$ cat config.mk
export PLATFORM = sky130hd
export DESIGN_NAME = serial_adder_n_flat
export DESIGN_NICKNAME = d
export VERILOG_FILES = /design/src/rtl/serial_adder_n_pkg.sv /design/src/rtl/serial_adder_n_if.sv /design/src/rtl/serial_adder_n_fa.sv /design/src/rtl/serial_adder_n.sv /design/src/flat_wrapper.sv
export SDC_FILE = /design/constraint.sdc
export NUM_CORES = 1
export LEC_CHECK = 0
export CORE_MARGIN = 3
export CORE_UTILIZATION = 50
export CTS_BUF_LIST = sky130_fd_sc_hd__clkbuf_16
export DETAILED_ROUTE_END_ITERATION = 8
export DONT_BUFFER_PORTS = 1
export GPL_ROUTABILITY_DRIVEN = 0
export SYNTH_ARGS = -nofsm -noshare
export SYNTH_HDL_FRONTEND = slang
export SYNTH_SLANG_ARGS = --single-unit
$ cat constraint.sdc
create_clock -name clk -period 3.35 [get_ports clk]
set_input_delay 0.8375 -clock clk [delete_from_list [all_inputs] [get_ports clk]]
set_output_delay 0.8375 -clock clk [all_outputs]
set_load 0.05 [all_outputs]
$ cat src/rtl/serial_adder_n_pkg.sv
// Shared constants for the bit-serial adder/subtractor: FSM encoding and width limit.
package serial_adder_pkg;

  localparam logic [1:0] ST_IDLE  = 2'd0;
  localparam logic [1:0] ST_SHIFT = 2'd1;
  localparam logic [1:0] ST_DONE  = 2'd2;

  localparam int MAX_WIDTH = 32;

endpackage

$ cat src/rtl/serial_adder_n_if.sv
// Request/result bundle of the serial adder; master drives operands and start,
// slave (the adder) returns busy/done and the registered result.
interface serial_adder_n_if #(
  parameter int WIDTH = 8
);

  logic             start;
  logic             op_sub;
  logic [WIDTH-1:0] a;
  logic [WIDTH-1:0] b;
  logic             cin;
  logic             busy;
  logic             done;
  logic [WIDTH-1:0] sum;
  logic             cout;
  logic             ovf;

  modport master (
    output start, op_sub, a, b, cin,
    input  busy, done, sum, cout, ovf
  );

  modport slave (
    input  start, op_sub, a, b, cin,
    output busy, done, sum, cout, ovf
  );

endinterface

$ cat src/rtl/serial_adder_n_fa.sv
// Single-bit full adder, purely combinational; the only arithmetic in the serial datapath.
module full_adder_cell (
  input  logic a,
  input  logic b,
  input  logic cin,
  output logic s,
  output logic cout
);

  assign s    = a ^ b ^ cin;
  assign cout = (a & b) | (cin & (a ^ b));

endmodule

$ cat src/rtl/serial_adder_n.sv
// Bit-serial WIDTH-bit add/subtract, LSB first; done pulses WIDTH clocks after the accepting edge.
// start is ignored while busy; results update only on the final shift edge or reset.
module serial_adder_n #(
  parameter int WIDTH = 8
) (
  input logic             clk,
  input logic             rst,
  serial_adder_n_if.slave bus
);
  import serial_adder_pkg::*;

  localparam int CW = $clog2(WIDTH) + 1;

  if (WIDTH < 1 || WIDTH > MAX_WIDTH) begin : g_bad_width
    $error("serial_adder_n: WIDTH out of range 1..32");
  end

  logic [1:0]       state_q, state_d;
  logic [WIDTH-1:0] a_sh_q, a_sh_d;
  logic [WIDTH-1:0] b_sh_q, b_sh_d;
  logic [WIDTH-1:0] r_sh_q, r_sh_d;
  logic [WIDTH-1:0] sum_q, sum_d;
  logic             carry_q, carry_d;
  logic             cout_q, cout_d;
  logic             ovf_q, ovf_d;
  logic [CW-1:0]    cnt_q, cnt_d;
  logic             fa_s, fa_c;
  logic             accept, last;
  logic             busy, done;

  assign accept = bus.start && (state_q == ST_IDLE || state_q == ST_DONE);
  assign last   = (state_q == ST_SHIFT) && (cnt_q == CW'(WIDTH - 1));

  full_adder_cell u_fa (
    .a    (a_sh_q[0]),
    .b    (b_sh_q[0]),
    .cin  (carry_q),
    .s    (fa_s),
    .cout (fa_c)
  );

  always_ff @(posedge clk) begin
    if (rst) state_q <= ST_IDLE;
    else     state_q <= state_d;
  end

  always_comb begin
    state_d = state_q;
    case (state_q)
      ST_IDLE:  if (bus.start) state_d = ST_SHIFT;
      ST_SHIFT: if (last)      state_d = ST_DONE;
      ST_DONE:  state_d = bus.start ? ST_SHIFT : ST_IDLE;
      default:  state_d = ST_IDLE;
    endcase
  end

  always_comb begin
    busy = (state_q == ST_SHIFT);
    done = (state_q == ST_DONE);
  end

  // carry_q at the last edge is the carry into the MSB, hence the overflow term.
  always_comb begin
    a_sh_d  = a_sh_q;
    b_sh_d  = b_sh_q;
    r_sh_d  = r_sh_q;
    carry_d = carry_q;
    cnt_d   = cnt_q;
    sum_d   = sum_q;
    cout_d  = cout_q;
    ovf_d   = ovf_q;
    if (accept) begin
      a_sh_d  = bus.a;
      b_sh_d  = bus.op_sub ? ~bus.b : bus.b;
      carry_d = bus.op_sub | bus.cin;
      cnt_d   = '0;
    end else if (state_q == ST_SHIFT) begin
      a_sh_d            = a_sh_q >> 1;
      b_sh_d            = b_sh_q >> 1;
      r_sh_d            = r_sh_q >> 1;
      r_sh_d[WIDTH-1]   = fa_s;
      carry_d           = fa_c;
      cnt_d             = cnt_q + 1'b1;
      if (last) begin
        sum_d  = r_sh_d;
        cout_d = fa_c;
        ovf_d  = carry_q ^ fa_c;
      end
    end
  end

  always_ff @(posedge clk) begin
    if (rst) begin
      a_sh_q  <= '0;
      b_sh_q  <= '0;
      r_sh_q  <= '0;
      carry_q <= 1'b0;
      cnt_q   <= '0;
      sum_q   <= '0;
      cout_q  <= 1'b0;
      ovf_q   <= 1'b0;
    end else begin
      a_sh_q  <= a_sh_d;
      b_sh_q  <= b_sh_d;
      r_sh_q  <= r_sh_d;
      carry_q <= carry_d;
      cnt_q   <= cnt_d;
      sum_q   <= sum_d;
      cout_q  <= cout_d;
      ovf_q   <= ovf_d;
    end
  end

  assign bus.busy = busy;
  assign bus.done = done;
  assign bus.sum  = sum_q;
  assign bus.cout = cout_q;
  assign bus.ovf  = ovf_q;

endmodule

$ cat src/flat_wrapper.sv
// flat-port wrapper written by rule: the top's interface ports become plain ports
module serial_adder_n_flat import serial_adder_pkg::*;
#(
  parameter int WIDTH = 8
)
  (clk, rst, bus_start, bus_op_sub, bus_a, bus_b, bus_cin, bus_busy, bus_done, bus_sum, bus_cout, bus_ovf);
  serial_adder_n_if #(.WIDTH(WIDTH)) bus_i ();
  input logic clk;
  input logic rst;
  input wire logic [$bits(bus_i.start)-1:0] bus_start;
  input wire logic [$bits(bus_i.op_sub)-1:0] bus_op_sub;
  input wire logic [$bits(bus_i.a)-1:0] bus_a;
  input wire logic [$bits(bus_i.b)-1:0] bus_b;
  input wire logic [$bits(bus_i.cin)-1:0] bus_cin;
  output wire logic [$bits(bus_i.busy)-1:0] bus_busy;
  output wire logic [$bits(bus_i.done)-1:0] bus_done;
  output wire logic [$bits(bus_i.sum)-1:0] bus_sum;
  output wire logic [$bits(bus_i.cout)-1:0] bus_cout;
  output wire logic [$bits(bus_i.ovf)-1:0] bus_ovf;
  assign bus_i.start = bus_start;
  assign bus_i.op_sub = bus_op_sub;
  assign bus_i.a = bus_a;
  assign bus_i.b = bus_b;
  assign bus_i.cin = bus_cin;
  assign bus_busy = bus_i.busy;
  assign bus_done = bus_i.done;
  assign bus_sum = bus_i.sum;
  assign bus_cout = bus_i.cout;
  assign bus_ovf = bus_i.ovf;
  serial_adder_n #(.WIDTH(WIDTH)) u_core (.clk(clk), .rst(rst), .bus(bus_i));
endmodule
Fig. 1: run 1, congestion heat map
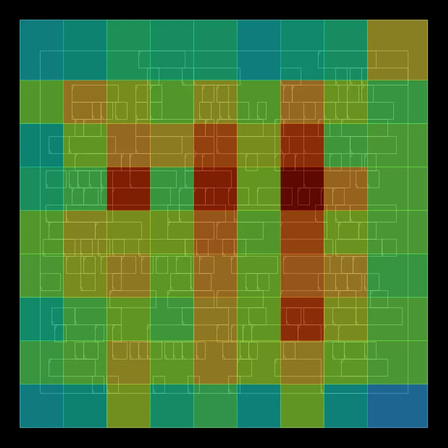
GR Util met2: 31.3%
grt peak-use layer: met2

Fig. 2: run 1, cell sizes after repair
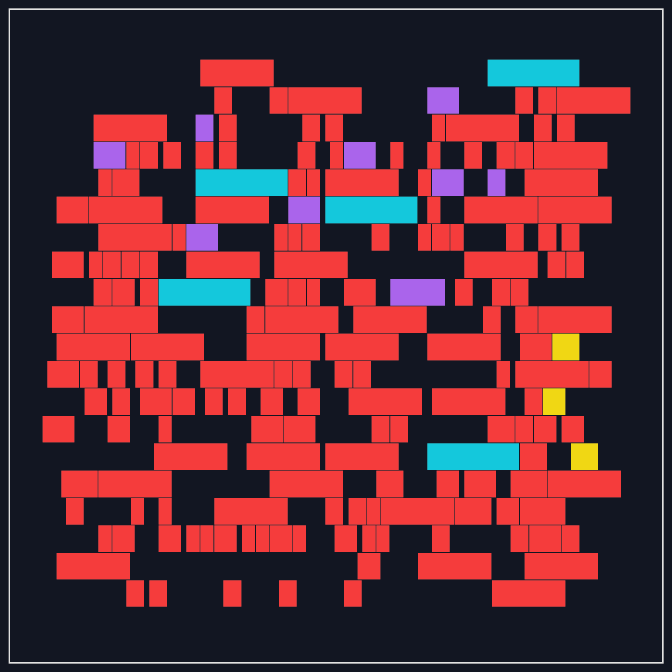
Red stands for drive 1 or less, cells 172, share 91%. Cyan stands for drive 6 and up, cells 5, share 2.6%. Yellow stands for drive 3 to 4, cells 3, share 1.6%. Purple stands for drive 2, cells 9, share 4.8%.
fin area: 1820 µm²
min setup slack post-route: 1.13 ns
number of non-clock buffers in the layout: 2

Fig. 3: run 1, sequential cells colored by netlist name
Scale bar: 20 µm. Other sequential cells in the stronger gray, the rest of the logic in the fainter gray.
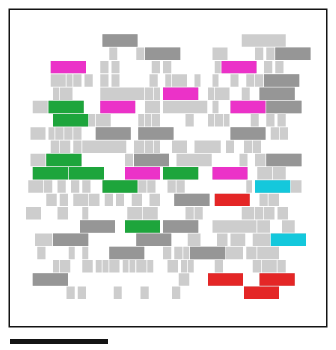
Red stands for `u_core.cnt_q`, sequential cells 4, where bottom right. Green stands for `u_core.b_sh_q`, sequential cells 8, where left middle. Cyan stands for `u_core.state_q`, sequential cells 2. Magenta stands for `u_core.r_sh_q`, sequential cells 7.
sequential power: 513 µW
FF/Latch Area: 801 µm²
Util after Layout: 57.3%
Seq/total area: 44.0%

run 1: sequential cells by signal, indices dropped and copies added, names as in the netlist, 2 cells and up:
name and count:
u_core.cnt_q 4, u_core.b_sh_q 8, u_core.a_sh_q 8, u_core.state_q 2
u_core.bus.sum 8, u_core.r_sh_q 7
run 1: per-stage QoR:
step                cell area (µm²)  util [%]
finish                         1820      57.3
global placement               1680      52.9
detailed placement             1680      52.9
CTS                            1820      57.3
floorplan                      1730         -
global route                   1820      57.3
run 1: kinds of logic (layout without fill, tap and decap cells):
kind of cell	Yosys count	in the layout	share of synthesized area, %
and+or+nand+nor	69	69	19.0
AOI/OAI and AO/OA	52	52	18.2
DFF	40	40	46.4
buffers and inverters	21	12	7.18
xor gates and xnor gates	11	11	5.58
muxes	3	3	1.74
adders and majority gates	2	2	1.89
==> impl_metrics.ini, run 1 <==
; implementation run metrics
[outcome]
outcome = finished clean

[power]
clockPowerShare_pct = 42.2
p_seq_share_pct = 48.8
power_density_nw_per_um2 = 578
p_leak_uw = 0.000622
p_sw_share_pct = 23.5
p_sw_uw = 247
pwr-share-comb_pct = 9.0
peakVddDrop_mv = 0.367

[finish]
final_common_cell = dfxtp_1
syn2layout_area_growth_pct = 5.51
fin_nets = 211
combGateArea_um2 = 801
nonClkBufAreaFrac_pct = 0.825
clock_area_share_pct = 7.63
n_all_inverters = 2
antenna_cells = 0
fin_cells = 233
ff_count = 40
nClkBuffers = 5
lay_top_cells = 40 x dfxtp_1, 26 x nand2_1, 19 x nor3_1

[setup_path]
crit_path_cell_trace = nor2b_1
worst-setup-path-type = reg2out
worstSetupPathDepth = 1
required_ns = 2.51
crit_buf_inv = 0
cpPeakStageDelay_ns = 0.75
crit_path_end = bus_done
ff2ff_setup_slack_ns = 1.85
startpoint = u_core.state_q[1]$_SDFFE_PP0P_
r2r-end = u_core.bus.ovf$_SDFFE_PP0P_

[synthesis]
yosys.cell_count.top_type = dfxtp_1
postSynthSeqShare_pct = 46.4
fp_nets = 221
flop_cell = dfxtp_1
yosys.cell_types.count = 31
yosysTopAreaCell = dfxtp_1
area_leaders = dfxtp_1 46%, nand2_1 5.7%, nor3_1 5.5%
syn_inst = 198
enable_flop_cells = 0
synthArstFlopShare_pct = 0
ys.flops = 40

[floorplan]
fp_util_pct = 54.3
die_w_um = 64.7
num_rows = 20
die_h_um = 64.7
ioPinCount = 33

[global_route]
use_met1_pct = 20.0
grt_max_degree = 40
grt_pass1_wl_mm = 5.92
use_met3_pct = 5.72
grt_usage_pct = 17.9

[timing]
fmax_mhz = 450
relSlewSlack_pct = 38.1
fin_tns_setup_ns = 0
fin_hold_ws_ns = 0.461
finalSetupViolations = 0
drv_slew = 0

[routing]
post_drt_wl_per_cell_um = 14.8
vias = 1319
drc_errors = 0
routedLengthMet1_mm = 1.51
drt-total-wl_mm = 3.45
vias_per_cell = 5.66
drt_iter0_drc = 95

[min_path]
min-delay-start = u_core.r_sh_q[1]$_SDFFE_PP0P_
worstHoldEndpoint = u_core.r_sh_q[1]$_SDFFE_PP0P_
whs_path_depth = 2

[clock_tree]
post_cts_buffers = 0
cts_buffers = 5
clock.latency.late_pin_ns = 0.28
postCtsHoldBufs = 0
cts_buffer_depth = 2
htree_levels = 2
cts-root-buf = clkbuf_16

[placed_design]
dp_hpwl_mm = 2.25
placedCellCount = 225
io_buffers = 0
Fig. 4: run 1, signal wires by layer
Only two layers are drawn.
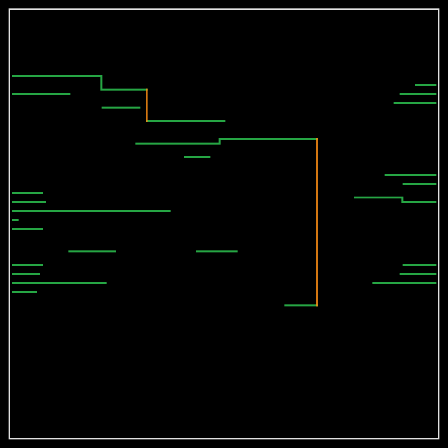

==> run 2: changes to the inputs <==
- clock period: 3.35 -> 2.1 ns (I/O delays scaled with it)
Fig. 5: run 2, signal wires by layer
Only two layers are drawn.
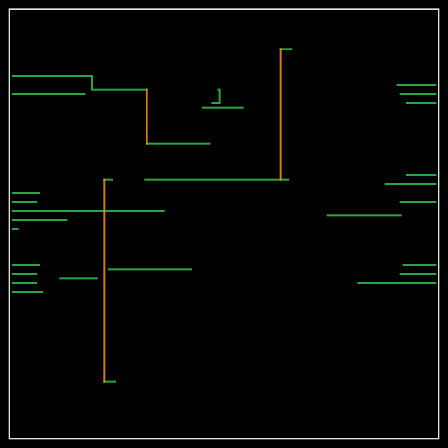
Green stands for met3, wire length 215 µm. Orange stands for met4, wire length 58.5 µm.

Fig. 6: run 2, sequential cells colored by netlist name
Scale bar: 20 µm. Other sequential cells in the stronger gray, the rest of the logic in the fainter gray.
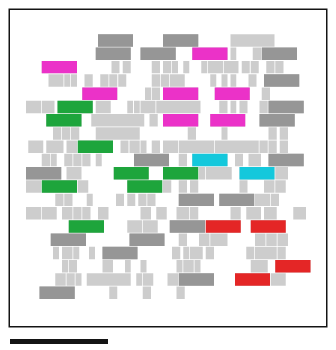
Cyan stands for `u_core.state_q`, sequential cells 2. Magenta stands for `u_core.r_sh_q`, sequential cells 7. Green stands for `u_core.b_sh_q`, sequential cells 8, where left middle. Red stands for `u_core.cnt_q`, sequential cells 4, where bottom right.
Another 19 sequential cells are not colored.

==> run 2 against run 1 <==
Compared with the run above: via count increased by 1.9%; setup slack lost 0.79 ns; worst hold slack worse by 0.15 ns; die size stayed put; wire length decreased by 1.2%; clock-buffer cell count unchanged; sequential power is about 60% higher; combinational power increased by about 60%; synthesized area stayed put; critical path depth rose by 1; first-iteration DRC count is 4.2% higher; flip-flop count is the same.
==> impl_metrics.ini, run 2 <==
; implementation run metrics
[timing]
finalWorstSetupSlack_ns = 0.338
finalSetupViolations = 0
fin_hold_ws_ns = 0.310
fin_tns_setup_ns = 0
relSlewSlack_pct = 47.8
drv_slew = 0

[min_path]
worstHoldEndpoint = u_core.bus.ovf$_SDFFE_PP0P_
min-delay-start = rst
whs_path_depth = 1

[routing]
drt-total-wl_mm = 3.41
routedLengthMet1_mm = 1.60
drc_errors = 0
post_drt_wl_per_cell_um = 14.6
vias_per_cell = 5.74
drt_iter0_drc = 99
vias = 1344

[global_route]
grt_util_met2_pct = 28.1
grt_pass1_wl_mm = 5.85
use_met3_pct = 6.07
top_usage_layer = met2
grt_max_degree = 40
grt_usage_pct = 17.7

[synthesis]
postSynthSeqShare_pct = 46.4
synthArstFlopShare_pct = 0
flop_cell = dfxtp_1
simple_gate_area_share_pct = 19.0
yosysTopAreaCell = dfxtp_1
yosys.cell_count.top_type = dfxtp_1
fp_nets = 221
fa_ha_area_share_pct = 1.89
syn_inst = 198
yosys.cell_types.count = 31
enable_flop_cells = 0
area_leaders = dfxtp_1 46%, nand2_1 5.7%, nor3_1 5.5%
ys_sh_mux_pct = 1.74
ys_sh_aoi_pct = 18.2
synthXorXnorAreaFrac_pct = 5.58
topCombFamilyByArea = simple AND/OR/NAND/NOR gates

[power]
p_leak_uw = 0.000636
p_sw_share_pct = 22.1
seq_power_uw = 819
power_density_nw_per_um2 = 975
p_seq_share_pct = 45.4
pwr-share-comb_pct = 8.4
p_sw_uw = 400
clockPowerShare_pct = 46.2

[outcome]
outcome = finished clean

[finish]
seq_area_share_pct = 43.2
nonClkBufAreaFrac_pct = 1.22
lay_top_cells = 40 x dfxtp_1, 26 x nand2_1, 19 x nor3_1
antenna_cells = 0
final_util_pct = 58.3
buffers_excl_clock = 3
nClkBuffers = 5
ff_count = 40
ff_latch_area_um2 = 801
combGateArea_um2 = 801
clock_area_share_pct = 8.78
syn2layout_area_growth_pct = 7.32
fin_nets = 212
design_area_um2 = 1850
fin_cells = 234

[placed_design]
io_buffers = 0
dp_hpwl_mm = 2.16
place_area_um2 = 1690

[floorplan]
die_w_um = 64.7
num_rows = 20
fp_util_pct = 54.3

[clock_tree]
cts-root-buf = clkbuf_16
cts_num_sinks = 40
post_cts_buffers = 0
cts_buffer_depth = 2
cts_buffers = 5
htree_levels = 2

[setup_path]
startpoint = u_core.state_q[0]$_SDFFE_PP0P_
ff2ff_setup_slack_ns = 0.58
worst-setup-path-type = reg2out
crit_path_cell_trace = nand2b_1 > inv_4
crit_buf_inv = 1

[job]
warnings = 27
run 2: kinds of logic (layout without fill, tap and decap cells):
family | count (synthesis) | after routing
adders and majority gates | 2 | 2
buffers and inverters | 21 | 13
xor gates and xnor gates | 11 | 11
and+or+nand+nor | 69 | 69
muxes | 3 | 3
DFF | 40 | 40
AOI/OAI and AO/OA | 52 | 52
run 2: how the worst max path moves through the flow:
| stage | end | slack, ns | depth (start not counted) |
|---|---|---|---|
| finish | bus_busy | 0.34 | 2 |
| global route | bus_busy | 0.24 | 2 |
| CTS | bus_busy | 0.32 | 2 |
| detailed placement | u_core.a_sh_q[7]$_SDFFE_PP0P_ | 0.53 | 4 |
| global placement | u_core.a_sh_q[7]$_SDFFE_PP0P_ | 0.55 | 4 |
| floorplan | bus_done | 0.55 | 1 |
Fig. 7: run 2, congestion heat map
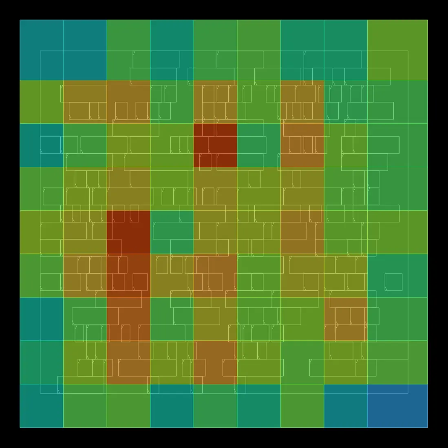

==> run 3: changes to the inputs <==
- clock period: 2.1 -> 1.8 ns (I/O delays scaled with it)
Fig. 8: run 3, congestion heat map
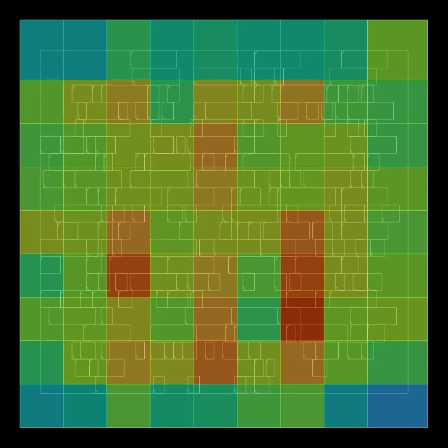
GR Util met2: 31.8%
met1 usage in global routing: 22.2%
met3 Use GR: 5.37%
DR WL/cell: 15.0 µm
Total Routing Usage GR: 18.3%

==> run 3 against run 2 <==
Compared with the run above: first-iteration DRC count grew 4.0%; combinational power grew about 20%; via count shrank 0.22%; utilization shrank 0.59 points; total power grew 7.4%; sequential power grew 17%; register-to-register slack lost 0.28 ns; worst hold slack lost 0.078 ns; sequential share of layout area grew 0.44 points; synthesized cell count is the same; critical endpoint unchanged.
==> impl_metrics.ini, run 3 <==
; implementation run metrics
[synthesis]
postSynthSeqShare_pct = 46.4
yosys.cell_types.count = 31
fp_nets = 221
yosysTopAreaCell = dfxtp_1
ys.flops = 40
syn_inst = 198
synthXorXnorAreaFrac_pct = 5.58
topCombFamilyByArea = simple AND/OR/NAND/NOR gates
area_leaders = dfxtp_1 46%, nand2_1 5.7%, nor3_1 5.5%

[placed_design]
place_area_um2 = 1700
io_buffers = 0
placedCellCount = 227

[timing]
fin_tns_setup_ns = 0
drv_slew = 0
finalWorstSetupSlack_ns = 0.135
finalSetupViolations = 0

[power]
pwr-share-comb_pct = 9.4
p_seq_share_pct = 49.3
p_leak_uw = 0.000635
peakVddDrop_mv = 0.822
seq_power_uw = 955
power_density_nw_per_um2 = 1060
p_sw_share_pct = 22.9

[floorplan]
die_h_um = 64.7
num_rows = 20

[clock_tree]
cts_num_sinks = 40
clock.latency.late_pin_ns = 0.27
htree_levels = 2
cts_buffers = 5
post_cts_buffers = 0
cts-root-buf = clkbuf_16
cts_buffer_depth = 2

[setup_path]
required_ns = 1.35
ff2ff_setup_slack_ns = 0.30

[global_route]
grt_pass1_wl_mm = 6.12
top_usage_layer = met2

[finish]
syn2layout_area_growth_pct = 6.24
fin_cells = 235
combGateArea_um2 = 801
final_util_pct = 57.7
design_area_um2 = 1830
ff_latch_area_um2 = 801
n_all_inverters = 2
nonClkBufAreaFrac_pct = 1.64
final_common_cell = dfxtp_1
buffers_excl_clock = 4

[routing]
drt_iter0_drc = 103
drc_errors = 0

[outcome]
outcome = finished clean

[job]
warnings = 27
Fig. 9: run 3, signal wires by layer
Only two layers are drawn.
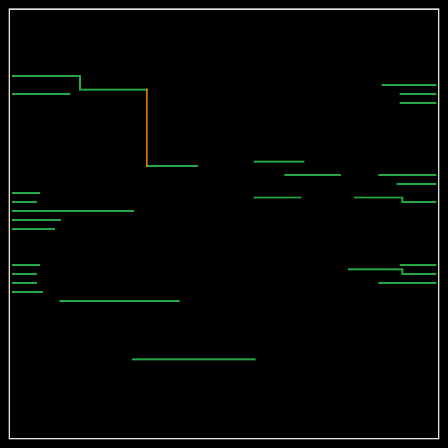
Orange stands for met4, wire length 11.6 µm. Green stands for met3, wire length 224 µm.
Total Routed Length: 3.51 mm
vias: 1,341

==> run 3: cell counts after synthesis <==
Identical to the previous run, type by type.
==> run 3: worst max-delay path, stage by stage (launching register included) <==
cell and delay [ns]:
dfxtp_1 0.38, nand2b_1 0.13, inv_4 0.42
==> run 3: path summary, 6_finish.rpt <==
kind / startpoint / end / cells past startpoint
hold reg to reg: u_core.b_sh_q[7]$_SDFFE_PP0P_ / u_core.b_sh_q[7]$_SDFFE_PP0P_ / 2
hold / removal: rst / u_core.r_sh_q[6]$_SDFFE_PP0P_ / 1
setup reg to reg: u_core.cnt_q[0]$_SDFFE_PP0P_ / u_core.bus.ovf$_SDFFE_PP0P_ / 4
setup / recovery: u_core.state_q[0]$_SDFFE_PP0P_ / bus_busy / 2

==> gallery <==
Selected gate families.
shot_01.png
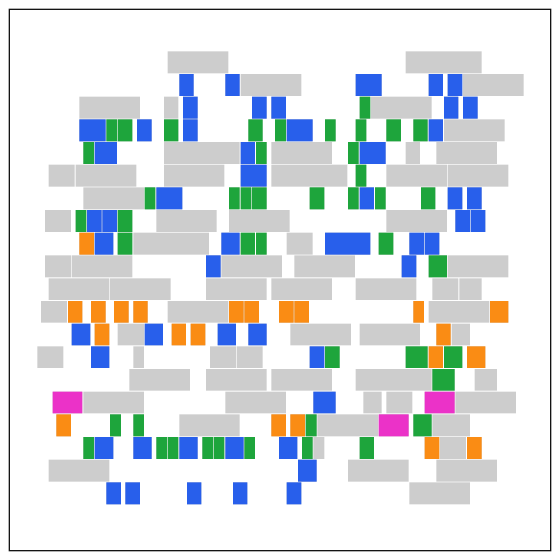
shot_02.png
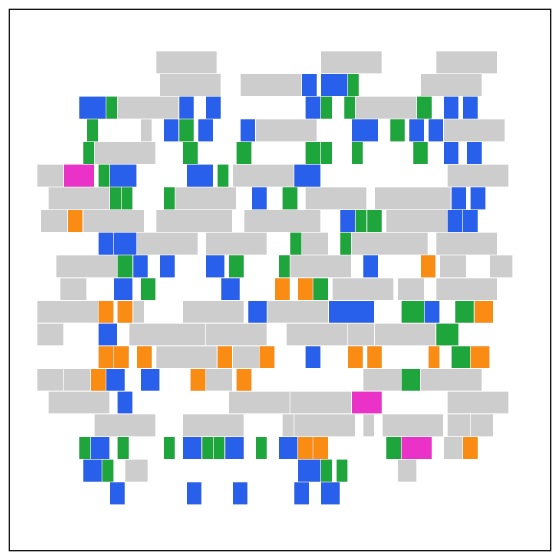
| from | picture |
|---|---|
| run 1 | shot_01.png |
| run 3 | shot_02.png |

Key to shot_01.png:
Orange stands for NOR gates, cells 22, most used nor3_1. Green stands for NAND gates, cells 45, most used nand2_1. Magenta stands for multiplexers, cells 3, most used mux2i_1. Blue stands for inverting AOI/OAI gates, cells 52, most used a21oi_1, where widely spread.

No activity file was given, so power comes from the tool's default toggle rates.
